$ cat src/rtl/ram_arbiter.sv
// Round-robin arbiter sharing one single-port synchronous RAM between
// the Core and the debug/monitor port, with a saturating conflict counter.
module ram_arbiter #(
    parameter int AddrWidth = 9,
    parameter int DataWidth = 8,
    parameter int CntWidth  = 16
) (
    input  logic                 clk,
    input  logic                 reset,
    input  logic                 c_req,
    input  logic                 c_we,
    input  logic [AddrWidth-1:0] c_addr,
    input  logic [DataWidth-1:0] c_wdata,
    output logic                 c_gnt,
    output logic                 c_rvalid,
    output logic [DataWidth-1:0] c_rdata,
    input  logic                 d_req,
    input  logic                 d_we,
    input  logic [AddrWidth-1:0] d_addr,
    input  logic [DataWidth-1:0] d_wdata,
    output logic                 d_gnt,
    output logic                 d_rvalid,
    output logic [DataWidth-1:0] d_rdata,
    output logic [AddrWidth-1:0] m_addr,
    output logic [DataWidth-1:0] m_wdata,
    output logic                 m_we,
    input  logic [DataWidth-1:0] m_rdata,
    output logic [CntWidth-1:0]  conflict_cnt
);

    typedef enum logic [1:0] {
        IDLE,
        ACCESS,
        RESP
    } state_t;

    state_t state;
    logic   last_dbg;
    logic   owner_dbg;
    logic   acc_we;
    logic   pick_dbg;
    logic   tie;

    // Debug wins when alone, or on a tie when the Core went last.
    always_comb begin
        tie      = c_req && d_req;
        pick_dbg = d_req && (!c_req || !last_dbg);
    end

    always_ff @(posedge clk) begin
        if (!reset) begin
            state        <= IDLE;
            last_dbg     <= 1'b1;
            owner_dbg    <= 1'b0;
            acc_we       <= 1'b0;
            c_gnt        <= 1'b0;
            c_rvalid     <= 1'b0;
            c_rdata      <= '0;
            d_gnt        <= 1'b0;
            d_rvalid     <= 1'b0;
            d_rdata      <= '0;
            m_addr       <= '0;
            m_wdata      <= '0;
            m_we         <= 1'b0;
            conflict_cnt <= '0;
        end else begin
            c_gnt    <= 1'b0;
            d_gnt    <= 1'b0;
            c_rvalid <= 1'b0;
            d_rvalid <= 1'b0;
            unique case (state)
                IDLE: begin
                    m_we <= 1'b0;
                    if (c_req || d_req) begin
                        owner_dbg <= pick_dbg;
                        last_dbg  <= pick_dbg;
                        m_addr    <= pick_dbg ? d_addr : c_addr;
                        m_wdata   <= pick_dbg ? d_wdata : c_wdata;
                        m_we      <= pick_dbg ? d_we : c_we;
                        acc_we    <= pick_dbg ? d_we : c_we;
                        d_gnt     <= pick_dbg;
                        c_gnt     <= !pick_dbg;
                        if (tie && conflict_cnt != '1)
                            conflict_cnt <= conflict_cnt + 1'b1;
                        state <= ACCESS;
                    end
                end
                ACCESS: begin
                    m_we  <= 1'b0;
                    state <= RESP;
                end
                RESP: begin
                    m_we <= 1'b0;
                    if (owner_dbg) begin
                        d_rvalid <= 1'b1;
                        if (!acc_we)
                            d_rdata <= m_rdata;
                    end else begin
                        c_rvalid <= 1'b1;
                        if (!acc_we)
                            c_rdata <= m_rdata;
                    end
                    state <= IDLE;
                end
                default: begin
                    m_we  <= 1'b0;
                    state <= IDLE;
                end
            endcase
        end
    end

endmodule

$ cat config.mk
export PLATFORM = sky130hd
export DESIGN_NAME = ram_arbiter
export DESIGN_NICKNAME = d
export VERILOG_FILES = /design/src/rtl/ram_arbiter.sv
export SDC_FILE = /design/constraint.sdc
export NUM_CORES = 1
export LEC_CHECK = 0
export CORE_AREA = 5 5 82 84
export DETAILED_ROUTE_END_ITERATION = 8
export DIE_AREA = 0 0 87 89
export GPL_TIMING_DRIVEN = 0
export PLACE_DENSITY = 0.91
export SLEW_MARGIN = 5
export SYNTH_ARGS = -nofsm -noshare
export SYNTH_HDL_FRONTEND = slang
export SYNTH_SLANG_ARGS = --single-unit
$ cat constraint.sdc
create_clock -name clk -period 2.49 [get_ports clk]
set_clock_uncertainty 0.05 [all_clocks]
set_input_delay 0.747 -clock clk [delete_from_list [all_inputs] [get_ports clk]]
set_output_delay 0.747 -clock clk [all_outputs]
set_load 0.02 [all_outputs]
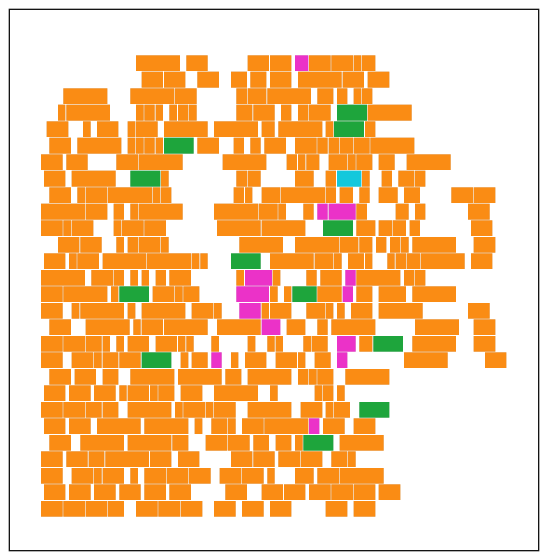
**Above:** sizing map.
| size | colour | cells |
|---|---|---|
| x2 | magenta | 13 |
| x3 and x4 | cyan | 1 |
| x6 and larger | green | 12 |
| x1 and smaller | orange | 360 |
Buffers, non-clock: 118
Area Overhead vs Synth: 52.0%

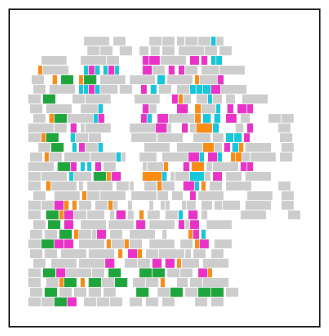
**Above:** gate-type map.
| family | colour | cells | most used |
|---|---|---|---|
| nor cells | orange | 40 | nor2_1 |
| nand cells | cyan | 40 | nand2_1 |
| aoi and oai cells | magenta | 61 | a21oi_1 |
| mux cells | green | 25 | mux2i_1 |
final non-filler cell total: 462
Top cell excl fill/tap: clkdlybuf4s50_1

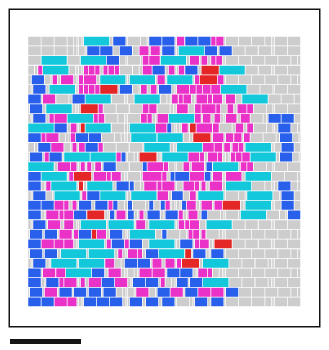
**Above:** placed cells, one colour a class.
Scale bar: 20 um. Fill, decap, tap and diode cells in grey.
| class | colour | cells |
|---|---|---|
| registers | cyan | 59 |
| remaining buffers and delay cells | blue | 118 |
| remaining logic cells | magenta | 193 |
| clock drivers and dummy loads | red | 16 |
sequential share of cell area: 0.314
FP Rows: 28
post-route cell area: 3760 um^2
area of the core: 5850 um^2
Util after Layout: 0.642

==> impl_metrics.env <==
# source this file to load flow results
export IMPL_io_buffer_count=101
export IMPL_io_pins=102
export IMPL_pwr_share_seq=0.472
export IMPL_synth_area_um2=2470
export IMPL_dr_pass1_iters=4
export IMPL_ys_ff=59
export IMPL_viasPerCell=5.36
export IMPL_yosys_area_um2=2470
export IMPL_r2r_start="state[0]"
export IMPL_die_area_um2=7740
export IMPL_yosys_cells=269
export IMPL_min_period_ns=2.28
export IMPL_grt_max_degree=11
export IMPL_cts_buffers=9
export IMPL_critPathKind="input port to flip-flop"
export IMPL_rrSetupSlack_ns=0.43
export IMPL_synthFlopType="dfxtp_1"
export IMPL_clk_path_buf_depth=2
export IMPL_htree_levels=3
export IMPL_clock_latency_ns=0.33
export IMPL_p_leak_nw=1.29
export IMPL_clock_power_share=0.347
export IMPL_crit_path_start_kind="input port"
export IMPL_fmax_ghz=0.438
export IMPL_worst_slew_pin_transition_ns=0.757
export IMPL_reg2reg_depth=6
export IMPL_finalMaxSlewViolations=0
export IMPL_critical_path_max_fanout=9
export IMPL_tritoncts="built"
export IMPL_setup_viol=0
export IMPL_p_int_mw=1.61
export IMPL_grtUsageTotal=0.193
export IMPL_dp_hpwl_mm=5.32
export IMPL_place_gp_congestion=0.885
export IMPL_critPathCaptureType="flip-flop"
export IMPL_timing_final_crit_share=0.918
export IMPL_status="finished, final reports clean"
export IMPL_maxCapViolCount=0
export IMPL_hold_buffers=0
export IMPL_nets=430
export IMPL_dieWidth_um=87
export IMPL_yosysUniqueCellTypes=38
export IMPL_initial_core_util=0.423
export IMPL_wl_per_cell_um=15.5
export IMPL_placed_cells=445
export IMPL_ys_seq_frac=0.478
export IMPL_wl_mm=7.17
export IMPL_p_comb_frac=0.181
export IMPL_peakVddDrop_mv=0.430
export IMPL_grt_pass1_wl_mm=11.7
export IMPL_cp_startpoint="c_req"
export IMPL_antenna_found_initial=1
export IMPL_via_count=2478
export IMPL_crit_arrival_ns=2.50
export IMPL_clock_sinks=59
export IMPL_layout_drive_gt1_share=0.0674
export IMPL_first_global_vias=2498
export IMPL_drc_errors=0
export IMPL_fp_nets=318
export IMPL_r2r_end="conflict_cnt[13]"
export IMPL_clk_pin_slew_ns=0.06
export IMPL_async_flop_share=0
export IMPL_warning_count=26
export IMPL_overflow=0
## layer usage
layer	up-vias	global-route usage	part of all wire
li1	1228	-	-
met1	1145	0.213	0.40
met2	92	0.336	0.51
met3	13	0.0599	0.075
met4	0	0.0949	0.018
met5	-	0	0
## worst min-delay path by stage
| stage | end | cells after the start | from |
|---|---|---|---|
| global placement | c_rdata[1] | 2 | c_rdata[1] |
| detailed placement | c_rdata[7] | 2 | c_rdata[7] |
| finish | c_rdata[7] | 2 | c_rdata[7] |
| floorplan | state[1] | 1 | state[1] |
| global route | c_rdata[7] | 2 | c_rdata[7] |
| CTS | c_rdata[7] | 2 | c_rdata[7] |
## per-stage QoR
stage,setup TNS (ns),setup slack (ns),hold slack [ns]
floorplan,0,0.330,0.408
global placement,-3.96,-0.333,0.392
detailed placement,-5.21,-0.412,0.398
CTS,0,0.223,0.407
global route,0,0.122,0.422
finish,0,0.205,0.405
## worst max-delay path, stage by stage
cell and delay, ns:
dlygate4sd2_1 0.30, nand4bb_1 0.11, buf_2 0.18, or4_4 0.57, or4_1 0.44, a21oi_1 0.15
## power by group through the flow
stage / clock, mW / combinational, mW / sequential (mW)
after global placement: 0 / 0.383 / 1.04
after floorplan: 0 / 0.138 / 1.09
final: 0.756 / 0.394 / 1.03
after detailed placement: 0 / 0.393 / 1.04
after global routing: 0.822 / 0.423 / 1.03
after CTS: 0.768 / 0.395 / 1.02
## state kept, by name, summed over array words and instances, names as in the netlist, 2 cells and up
name,count
m_wdata,8
state,2
conflict_cnt,16
m_addr,9
c_rdata,8
d_rdata,8
## cell type report
cell class	instances	area [um^2]
clock buffer	14	163
antenna	1	2.50
sequential	59	1180
tap	75	93.8
inverter	2	7.51
clock inverter	2	10.0
buffer	17	76.3
multi-input combinational	191	1210
timing repair buffer	101	1010
fill	475	2090
## kinds of logic after synthesis
kind of cell | Yosys count | synth area share
flops | 59 | 0.478
buf+inv | 19 | 0.0334
simple gates | 100 | 0.209
fa+ha+maj | 1 | 0.00506
compound gates | 65 | 0.174
mux | 25 | 0.101
## Yosys cell counts (2+ instances only)
cell      instances  area share
dfxtp_1          59        0.48
nor2_1           33       0.050
nand2_1          27       0.041
mux2i_1          25        0.10
a21oi_1          21       0.043
a211oi_1         17       0.052
clkbuf_1         13       0.020
o21ai_0           8       0.016
nand3_1           7       0.014
nand4_1           5       0.013
o31ai_1           5       0.015
o41ai_1           5       0.018
or3_1             5       0.013
or4_1             5       0.015
buf_2             3      0.0061
nor3_1            3      0.0061
a31o_2            2      0.0071
and3_1            2      0.0051
and4_1            2      0.0071
inv_1             2      0.0030
nor4b_1           2      0.0071
o211ai_1          2      0.0061
## placed cells by master (no fill, tap or decap), types with 7 or more instances in the layout
master           count
a211oi_1            17
a21oi_1             21
clkbuf_1            15
clkbuf_8            11
clkdlybuf4s50_1     99
dfxtp_1             59
mux2i_1             25
nand2_1             27
nand3_1              7
nor2_1              33
o21ai_0              8
## what timing repair did
| item | 4_1_cts | 5_1_grt |
|---|---|---|
| setup endpoints to repair | 3 | 0 |
| gates resized | 3 | 0 |
| buffers inserted | 0 | 0 |
Power and IR drop assume default switching activity.
